### Routed clock nets over the placement

The bar under the picture is 20 µm long.
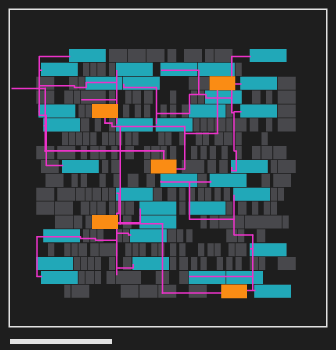
### Cells by drive strength

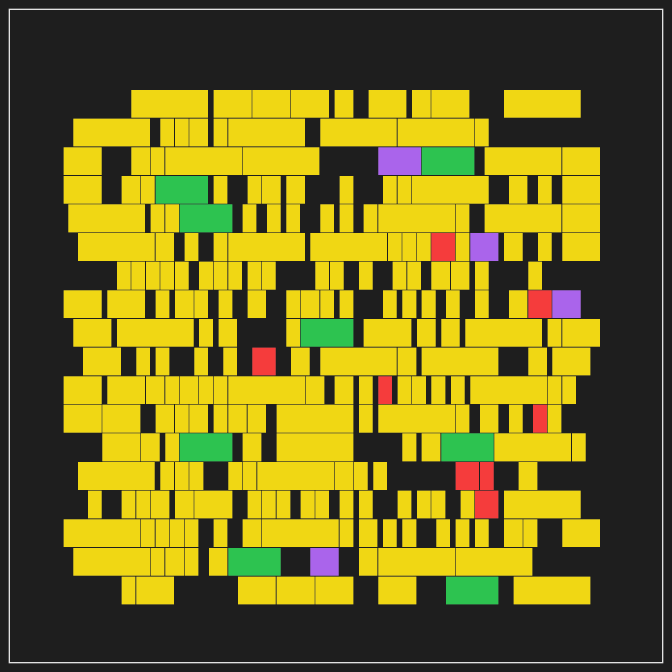
### Cell outlines without signal wires

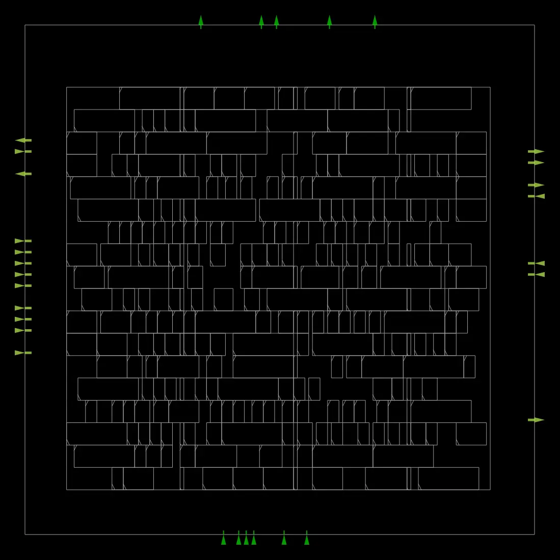
### Register map, names as in the netlist

The bar under the picture is 20 µm long. Other sequential cells in the stronger gray, the rest of the logic in the fainter gray.
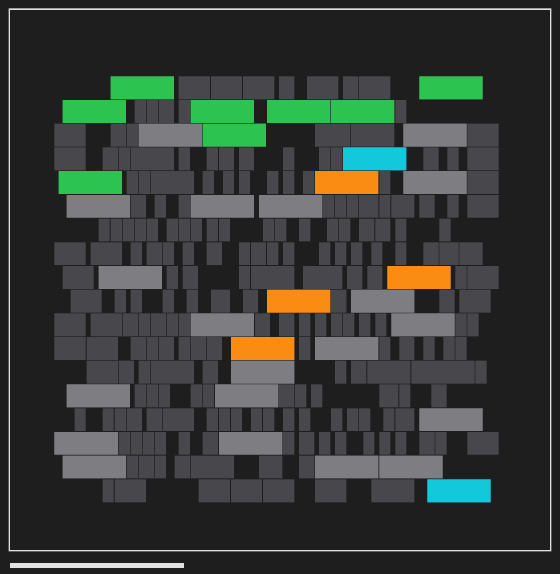
### Signal metal coverage by tile

12 x 12 tiles, from dark blue (low) to red (high), scaled to the fullest tile. Values are wire area over tile area, all layers added.
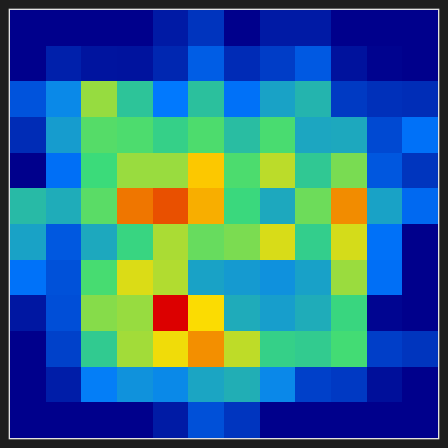
$ cat src/rtl/serial_subtractor.sv
`default_nettype none
// ============================================================================
// Module   : serial_subtractor
// Brief    : Bit-serial unsigned subtractor, LSB first, one bit per clock.
// Revision : 1.0
// ============================================================================
module serial_subtractor #(
  parameter int WIDTH = 8
) (
  input  logic             clk,
  input  logic             rst,
  input  logic             start,
  input  logic [WIDTH-1:0] a,
  input  logic [WIDTH-1:0] b,
  output logic             busy,
  output logic             done,
  output logic [WIDTH-1:0] d,
  output logic             bo
);

  localparam int            CW     = $clog2(WIDTH + 1);
  localparam logic [CW-1:0] C_LAST = CW'(WIDTH - 1);

  typedef enum logic [1:0] {
    IDLE = 2'd0,
    RUN  = 2'd1,
    FIN  = 2'd2
  } state_t;

  state_t           r_state;
  state_t           w_state_next;
  logic [WIDTH-1:0] r_a_res;
  logic [WIDTH-1:0] r_b;
  logic             r_bw;
  logic [CW-1:0]    r_cnt;
  logic             w_d_bit;
  logic             w_bw_next;
  logic             w_last;

  assign w_d_bit   = r_a_res[0] ^ r_b[0] ^ r_bw;
  assign w_bw_next = (~r_a_res[0] & r_b[0]) | (~(r_a_res[0] ^ r_b[0]) & r_bw);
  assign w_last    = (r_cnt == C_LAST);

  always_ff @(posedge clk) begin
    if (rst) r_state <= IDLE;
    else     r_state <= w_state_next;
  end

  always_comb begin
    w_state_next = r_state;
    case (r_state)
      IDLE:    if (start) w_state_next = RUN;
      RUN:     if (w_last) w_state_next = FIN;
      FIN:     w_state_next = IDLE;
      default: w_state_next = IDLE;
    endcase
  end

  always_ff @(posedge clk) begin
    if (rst) begin
      busy <= 1'b0;
      done <= 1'b0;
    end else begin
      busy <= (w_state_next == RUN);
      done <= (w_state_next == FIN);
    end
  end

  // The minuend register doubles as the result register: each difference bit
  // enters at the MSB as the consumed minuend bit leaves at the LSB.
  always_ff @(posedge clk) begin
    if (rst) begin
      r_a_res <= '0;
      r_b     <= '0;
      r_bw    <= 1'b0;
      r_cnt   <= '0;
      d       <= '0;
      bo      <= 1'b0;
    end else begin
      case (r_state)
        IDLE: begin
          if (start) begin
            r_a_res <= a;
            r_b     <= b;
            r_bw    <= 1'b0;
            r_cnt   <= '0;
          end
        end
        RUN: begin
          r_a_res <= {w_d_bit, r_a_res[WIDTH-1:1]};
          r_b     <= {1'b0, r_b[WIDTH-1:1]};
          r_bw    <= w_bw_next;
          r_cnt   <= r_cnt + 1'b1;
          if (w_last) begin
            d  <= {w_d_bit, r_a_res[WIDTH-1:1]};
            bo <= w_bw_next;
          end
        end
        default: ;
      endcase
    end
  end

endmodule
`default_nettype wire

$ cat config.mk
export PLATFORM = sky130hd
export DESIGN_NAME = serial_subtractor
export DESIGN_NICKNAME = d
export VERILOG_FILES = /design/src/rtl/serial_subtractor.sv
export SDC_FILE = /design/constraint.sdc
export NUM_CORES = 1
export LEC_CHECK = 0
export ABC_AREA = 1
export CAP_MARGIN = 30
export CORE_MARGIN = 5
export CORE_UTILIZATION = 55
export CTS_BUF_LIST = sky130_fd_sc_hd__clkbuf_8
export DETAILED_ROUTE_END_ITERATION = 8
export PLACE_DENSITY = 0.83
export SETUP_SLACK_MARGIN = 0.5
export SYNTH_ARGS = -nofsm -noshare
export SYNTH_HDL_FRONTEND = slang
export SYNTH_SLANG_ARGS = --single-unit
$ cat constraint.sdc
create_clock -name clk -period 2.5 [get_ports clk]
set_input_delay 0.375 -clock clk [delete_from_list [all_inputs] [get_ports clk]]
set_output_delay 0.375 -clock clk [all_outputs]
set_load 0.05 [all_outputs]
==> impl_metrics.env <==
# implementation run metrics
export IMPL_run_status="completed"
export IMPL_simple_gate_area_share_pct=37.9
export IMPL_worst_pin_slew_ns=0.573
export IMPL_num_antenna_cells=0
export IMPL_cp_cell_sequence="clkdlybuf4s50_1"
export IMPL_lay_top_count="sky130_fd_sc_hd__nand2_1"
export IMPL_grtUsageMet1_pct=25.0
export IMPL_layout_drive_gt1_share_pct=8.10
export IMPL_dpl_cell_area_mm2=0.00178
export IMPL_dp_worst_setup_slack_ns=0.642
export IMPL_synthAoiAreaFrac_pct=5.05
export IMPL_syn_inst=217
export IMPL_yosys_warnings=0
export IMPL_comb_power_share_pct=11.2
export IMPL_clk_pin_slew_worst_paths_ns=0.07
export IMPL_max_cap_violations=0
export IMPL_synthesis_area_per_instance_um2=6.84
export IMPL_power_combinational_total_uw=132
export IMPL_synth_largest_area_cell="sky130_fd_sc_hd__dfxtp_1"
export IMPL_fp_dieArea_mm2=0.00384
export IMPL_whs_endpoint="bo"
export IMPL_coreArea_mm2=0.00252
export IMPL_io_buffers=29
export IMPL_grt_remaining_overflow=0
export IMPL_synth_adder_area_share_pct=2.19
export IMPL_finalClockPeriodUsage_pct=72.2
export IMPL_cts_max_path_buffers=2
export IMPL_nFillCells=219
export IMPL_ys_ff=34
export IMPL_final_nets=267
export IMPL_cts_buffers=5
export IMPL_yosys_area_top_type_share_pct=45.8
export IMPL_post_route_drc_count=0
export IMPL_timing_hold_worst_path_depth=2
export IMPL_slew_violations=0
export IMPL_grt_pass1_vias=1338
export IMPL_floorplan_die_height_um=62.0
export IMPL_clock_sinks=34
export IMPL_fraction_of_met2_tracks_used_by_global_routing_pct=30.6
export IMPL_sequentialPowerShare_pct=49.0
export IMPL_cp_startpoint="d[1]"
Back to the opening pictures, 'Routed clock nets over the placement':
magenta -> clock wires  # length 422 µm
cyan -> flip-flops  # count 34
orange -> clock-net drivers  # count 5
routed clock nets = 6
setup clock skew after layout: 0.00411 ns
power of the clock network: 470 µW
clock latency at the later pin of the worst-skew pair: 0.29 ns
clock share of power: 39.8%

Back to the opening pictures, 'Cells by drive strength':
yellow -> x1 and smaller  # cells 227, most used nand2_1
purple -> x3 and x4  # cells 4, most used buf_4
red -> x2  # cells 8
green -> x6 and larger  # cells 8, most used clkbuf_8
final worst slack: 0.695 ns
post-synthesis to final-layout area growth: 27.3%
buffer count excluding the clock tree in the final layout: 32
finished layout cell area: 0.00189 mm²

Back to the opening pictures, 'Cell outlines without signal wires':
register share of the cell area: 36.0%
fin cells: 277
utilization after layout: 75.0%

Back to the opening pictures, 'Register map, names as in the netlist':
cyan -> `r_state`  # sequential cells 2
green -> `d`  # sequential cells 8
orange -> `r_cnt`  # sequential cells 4, where center
sequential cell area: 681 µm²
power in sequential cells: 578 µW

Back to the opening pictures, 'Signal metal coverage by tile':
fullest tile = 0.47
densest ninth of the die = center
tiles over half the peak = 24%
mean over tiles = 0.14
routed length per instance: 11.8 µm
overall routed net length: 3260 µm
via count: 1408
GRT Overall Usage: 20.0%

-- per-layer routing --
metal / share of wire [%] / wire length (µm) / vias to the layer above
met1: 46 / 1480 / 625
met2: 45 / 1450 / 48
met5: 0 / 0 / -
met4: 2.1 / 68 / 0
met3: 7.8 / 254 / 9
li1: - / - / 726
-- state kept, by name, summed over array words and instances (netlist names) --
signal	count
d	8
r_b	8
r_a_res	8
r_cnt	4
done	1
r_state	2
r_bw	1
bo	1
busy	1
-- per-stage QoR --
stage / std cells / util (%) / power (mW)
floorplan: 217 / - / 0.672
global placement: 269 / 70.6 / 0.719
detailed placement: 269 / 70.6 / 0.721
CTS: 277 / 75.0 / 1.19
global route: 277 / 75.0 / 1.24
finish: 277 / 75.0 / 1.18
-- cell type report --
class                      instances  area [µm²]  area share (%)
multi-input combinational        152         671            35.5
inverter                          21        78.8            4.17
timing repair buffer              32         313            16.5
tap                               30        37.5            1.99
sequential                        34         681            36.0
clock buffer                       8         110            5.82
-- cells in the mapped netlist --
cell type and instances:
sky130_fd_sc_hd__o21ai_1 2, sky130_fd_sc_hd__clkbuf_1 2, sky130_fd_sc_hd__buf_2 4, sky130_fd_sc_hd__dfxtp_1 34, sky130_fd_sc_hd__inv_1 18, sky130_fd_sc_hd__nand2_2 2
sky130_fd_sc_hd__nor2_4 1, sky130_fd_sc_hd__ha_1 1, sky130_fd_sc_hd__nor2_1 38, sky130_fd_sc_hd__buf_4 3, sky130_fd_sc_hd__clkbuf_2 1, sky130_fd_sc_hd__nor2_2 3
sky130_fd_sc_hd__o21ai_0 3, sky130_fd_sc_hd__nand2_1 62, sky130_fd_sc_hd__fa_1 1, sky130_fd_sc_hd__inv_2 3, sky130_fd_sc_hd__a21oi_1 10, sky130_fd_sc_hd__nand3_1 29
No activity file was given, so power comes from the tool's default toggle rates.
